## config.mk

```make
export PLATFORM = sky130hd
export DESIGN_NAME = down_counter_timer
export DESIGN_NICKNAME = d
export VERILOG_FILES = /design/src/rtl/down_counter_timer.sv
export SDC_FILE = /design/constraint.sdc
export NUM_CORES = 1
export LEC_CHECK = 0
export CAP_MARGIN = 15
export CORE_UTILIZATION = 30
export CTS_BUF_LIST = sky130_fd_sc_hd__clkbuf_16
export CTS_CLUSTER_DIAMETER = 150
export DETAILED_ROUTE_END_ITERATION = 7
export HOLD_SLACK_MARGIN = 0.05
export PLACE_DENSITY = 0.56
export SLEW_MARGIN = 0
export SYNTH_ARGS = -nofsm -noshare
export SYNTH_HDL_FRONTEND = slang
export SYNTH_SLANG_ARGS = --single-unit
```

## constraint.sdc

```tcl
create_clock -name clk -period 2.3 [get_ports clk]
set_input_delay 0.23 -clock clk [delete_from_list [all_inputs] [get_ports clk]]
set_output_delay 0.23 -clock clk [all_outputs]
set_load 0.02 [all_outputs]
```

## src/rtl/down_counter_timer.sv

```systemverilog
// Loadable down-counter/timer with valid/ready load, enable, abort and optional auto-reload.
// Decrement is a ripple-borrow chain of full_adder cells computing count + all-ones.
module down_counter_timer #(
   parameter int unsigned WIDTH = 4
) (
   input  logic             clk,
   input  logic             rst_n,
   input  logic             load_valid,
   output logic             load_ready,
   input  logic [WIDTH-1:0] load_value,
   input  logic             auto_reload,
   input  logic             en,
   input  logic             abort,
   output logic [WIDTH-1:0] count,
   output logic             busy,
   output logic             tc
);

   typedef enum logic {IDLE, RUN} state_t;

   state_t           r_state, w_state_nxt;
   logic [WIDTH-1:0] r_count, w_count_nxt;
   logic [WIDTH-1:0] r_reload, w_reload_nxt;
   logic             r_ar, w_ar_nxt;
   logic             r_tc, w_tc_nxt;

   logic [WIDTH-1:0] w_dec;
   logic [WIDTH:0]   w_carry;
   logic             w_count_is_one;

   assign w_carry[0] = 1'b0;

   for (genvar g = 0; g < WIDTH; g++) begin : g_dec
      full_adder u_fa (
         .i_a   (r_count[g]),
         .i_b   (1'b1),
         .i_cin (w_carry[g]),
         .o_sum (w_dec[g]),
         .o_cout(w_carry[g+1])
      );
   end

   // Carry-out is set exactly when count != 0, so a zero difference with carry means count == 1.
   assign w_count_is_one = w_carry[WIDTH] && (w_dec == '0);

   always_ff @(posedge clk or negedge rst_n) begin
      if (!rst_n) begin
         r_state  <= IDLE;
         r_count  <= '0;
         r_reload <= '0;
         r_ar     <= 1'b0;
         r_tc     <= 1'b0;
      end else begin
         r_state  <= w_state_nxt;
         r_count  <= w_count_nxt;
         r_reload <= w_reload_nxt;
         r_ar     <= w_ar_nxt;
         r_tc     <= w_tc_nxt;
      end
   end

   always_comb begin
      w_state_nxt  = r_state;
      w_count_nxt  = r_count;
      w_reload_nxt = r_reload;
      w_ar_nxt     = r_ar;
      w_tc_nxt     = 1'b0;
      unique case (r_state)
         IDLE: begin
            if (load_valid) begin
               w_count_nxt  = load_value;
               w_reload_nxt = load_value;
               w_ar_nxt     = auto_reload;
               if (load_value != '0) w_state_nxt = RUN;
               else                  w_tc_nxt    = 1'b1;
            end
         end
         RUN: begin
            if (abort) begin
               w_state_nxt = IDLE;
            end else if (en) begin
               if (w_count_is_one) begin
                  w_tc_nxt = 1'b1;
                  if (r_ar) begin
                     w_count_nxt = r_reload;
                  end else begin
                     w_count_nxt = '0;
                     w_state_nxt = IDLE;
                  end
               end else begin
                  w_count_nxt = w_dec;
               end
            end
         end
         default: w_state_nxt = IDLE;
      endcase
   end

   assign count      = r_count;
   assign tc         = r_tc;
   assign busy       = (r_state == RUN);
   assign load_ready = (r_state == IDLE);

endmodule

// One-bit full adder cell used to build the decrement chain.
module full_adder (
   input  logic i_a,
   input  logic i_b,
   input  logic i_cin,
   output logic o_sum,
   output logic o_cout
);
   assign o_sum  = i_a ^ i_b ^ i_cin;
   assign o_cout = (i_a & i_b) | (i_cin & (i_a ^ i_b));
endmodule

```

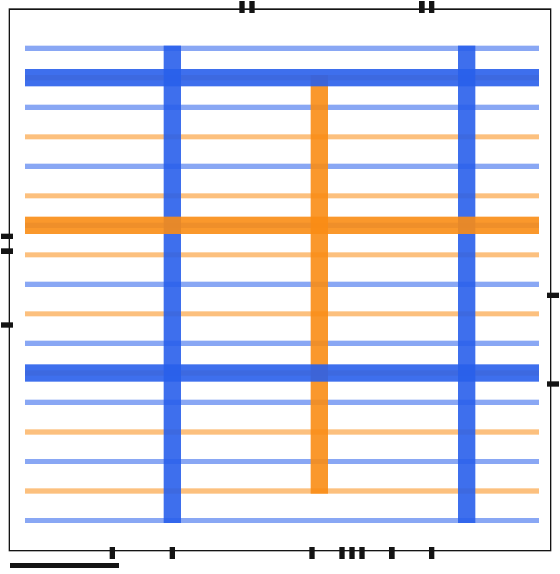
Fig. 1. Floorplan with the power grid (run 1).
Bar = 10 microns. Pins as bars on the die edge.
legend:
  orange:
    net: VDD
  blue:
    net: VSS
met4 straps: 3
met5 straps: 3
rows: 16
signal pins: 17

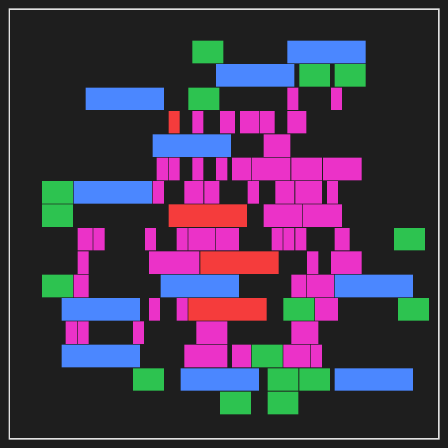
Fig. 2. Placed cells, one colour a class (run 1).
legend:
  red:
    class: clock drivers and dummy loads
    cells: 4
  blue:
    class: registers
    cells: 11
  green:
    class: remaining buffers and delay cells
    cells: 16
  magenta:
    class: remaining logic cells
    cells: 54
Core Util, Final: 0.431
finished layout cell area: 888 sq um

==> commit_impl_results.txt, run 1 <==
Add synthesis and place-and-route results

- Run status: complete, no violations
* Cell types with the largest area share after synthesis: dfrtp_1, nand2_1, ha_1
- Setup repair after global routing left no endpoint under its margin.
* Required time of the critical path: 2.42 ns
- Total global routing overflow: 0
* Clock slew at reported path FFs: 0.04 ns
- The clock reaches the later pin of the worst-skew pair after 0.23 ns.
* Period utilisation layout: 0.875
- Vias in the first global route: 542
- In the final report, the number of pins over their slew limit comes to 0.
* Dominant logic cell types in the final layout: clkdlybuf4s50_1, nand2_1, dfrtp_1, inv_1, ha_1
- Per the synthesis report, the number of distinct cell types is 28.
- Based on the critical path, the design can be clocked at up to 497 MHz.
- Clock buf/inv share: 0.0887
* Number of sequential storage elements: 11
* Fraction of registers with async set or reset after synthesis: 1.00
- The detailed router finished its first iteration with 9 violations.
- CP dominant cell by count: ha_1
- Counting flops with a built-in enable in the synthesized netlist gives 0.
- In this run the remaining antenna-violating nets after routing total 0.
* Non-filler cells, final: 112
- The largest cell class by area is multi-input combinational cells.
- Counting plain and timing-repair buffers in the layout gives 16.
- Total power: 995 uW
* TritonCTS clock tree: yes
- Of all the cell area in the finished design, non-clock buffers hold 0.180.
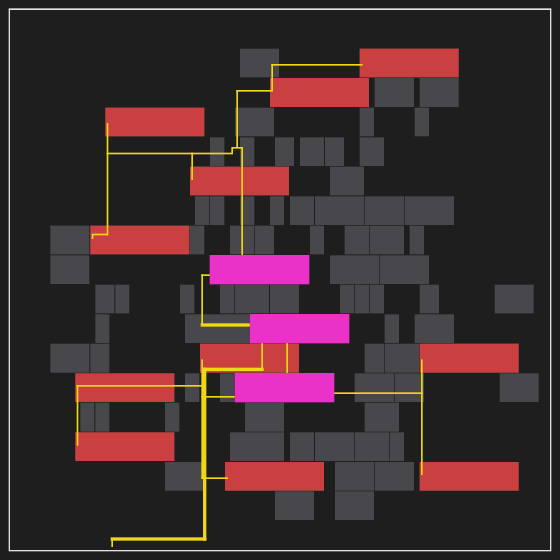
Fig. 3. Clock wires, drivers and flops (run 1).
legend:
  red:
    item: flip-flops
    count: 11
  yellow:
    item: clock wires
    length: 181 microns
  magenta:
    item: clock-net drivers
    count: 3
flops lie: spread over the die
routed clock nets: 4

==> run 1: where the power goes <==
part           internal [mW]  switching, mW  total (mW)  leakage [nW]
Sequential             0.251         0.0571       0.308         0.135
Combinational          0.180          0.196       0.376         0.224
Clock                  0.228         0.0827       0.311        0.0423
Total                  0.659          0.336       0.995         0.401
==> run 1: critical path, delay by kind of cell (launching register included) <==
kind	cells	cell delay [ns]
AOI/OAI and AO/OA	1	0.27
adders and majority gates	3	0.69
buffers and inverters	1	0.08
DFF	1	0.40
and+or+nand+nor	2	0.47
==> run 1: sequential cells by signal, summed over array words and instances (netlist names) <==
name,flops
count,4
tc,1
r_reload,4
r_ar,1
busy,1
## Run 2: what changed since run 1
--- a/config.mk
+++ b/config.mk
@@ -6,13 +6,14 @@
 export NUM_CORES = 1
 export LEC_CHECK = 0
 export CAP_MARGIN = 15
+export CORE_ASPECT_RATIO = 0.6
 export CORE_UTILIZATION = 30
 export CTS_BUF_LIST = sky130_fd_sc_hd__clkbuf_16
 export CTS_CLUSTER_DIAMETER = 150
 export DETAILED_ROUTE_END_ITERATION = 7
 export HOLD_SLACK_MARGIN = 0.05
 export PLACE_DENSITY = 0.56
-export SLEW_MARGIN = 0
+export SKIP_LAST_GASP = 1
 export SYNTH_ARGS = -nofsm -noshare
 export SYNTH_HDL_FRONTEND = slang
 export SYNTH_SLANG_ARGS = --single-unit
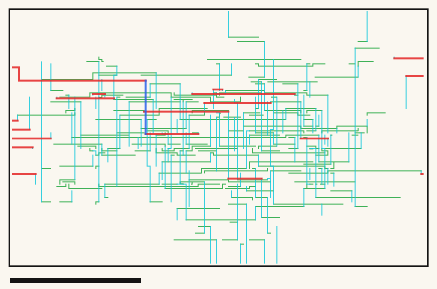
Fig. 4. Routed metal, one colour a layer (run 2).
Bar = 20 microns.
legend:
  blue:
    layer: M4
    wire_length: 8.20 microns
  red:
    layer: M3
    wire_length: 113 microns
  cyan:
    layer: M2
    wire_length: 613 microns
  green:
    layer: M1
    wire_length: 818 microns
vias after detailed routing: 579
wire length per cell: 13.7 microns
total wire length: 1550 microns
global router's overall resource usage: 0.156

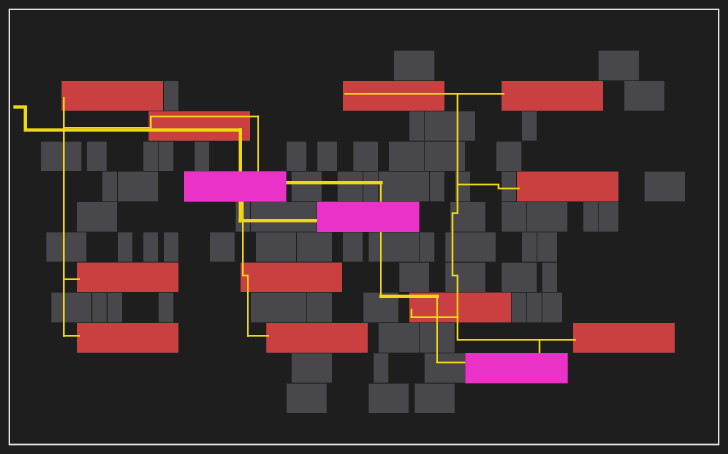
Fig. 5. Clock wires, drivers and flops (run 2).
legend:
  red:
    item: flip-flops
    count: 11
  yellow:
    item: clock wires
    length: 208 microns
  magenta:
    item: clock-net drivers
    count: 3
routed clock nets: 4
power attributed to the clock group: 316 uW
clock latency on the worst-skew pair: 0.24 ns
fraction of power consumed by the clock network: 0.314
skew final: 0.00123 ns

==> commit_impl_results.txt, run 2 <==
Add synthesis and place-and-route results

* Max Clk Rate: 498 MHz (+0.31%)
- Among the stages of the critical path, the cell type that occurs most often is ha_1.
* Switching Power: 344 uW (+2.4%)
* Sequential Power Share: 0.310 (about the same)
* Run status: complete, no violations
- The switching part of the total power was 0.342 (+0.00486).
* Max power group: combinational logic
- The share of the cycle needed by the critical path after routing came to 0.873 (-0.00270).
* Violation count after the first detailed-route iteration: 41 (+32)
* Vias in the first global route: 540 (-0.37%)
- Fraction of registers with async set or reset after synthesis: 1.00 (unchanged)
- The post-layout utilization of the core is 0.445 (+0.0147).
* Number of max-slew violations in the final report: 0 (unchanged)
* Buf/Inv on CP: 1 (unchanged)
- Setup repair after global routing left no endpoint under its margin.
* Cell types with the largest area share after synthesis: dfrtp_1, nand2_1, ha_1
* Total global routing overflow: 0 (unchanged)
* Post-synth EDFFs: 0 (unchanged)
- The number of distinct library cells after synthesis was 28 (unchanged).
- The proportion of power drawn by combinational gates is 0.375 (-0.003).
==> run 2: logic make-up after synthesis <==
logic type / after synthesis / share of synthesized area
fa+ha+maj: 4 / 0.0731
flops: 11 / 0.402
simple gates: 27 / 0.210
buf+inv: 15 / 0.139
compound gates: 16 / 0.176
==> run 2: metal layers <==
layer | vias up | wire length [microns]
met5 | - | 0
met4 | 0 | 8
met3 | 2 | 112
met2 | 25 | 613
met1 | 275 | 818
li1 | 277 | -
==> run 2: final cells by class <==
| type | instances | area [sq um] |
|---|---|---|
| inverter | 7 | 26.3 |
| sequential | 11 | 275 |
| timing repair buffer | 16 | 160 |
| clock buffer | 3 | 75.1 |
| tap | 28 | 35.0 |
| fill | 201 | 1110 |
| multi-input combinational | 47 | 314 |
| clock inverter | 1 | 3.75 |
Power is estimated from default activity; no workload was simulated.
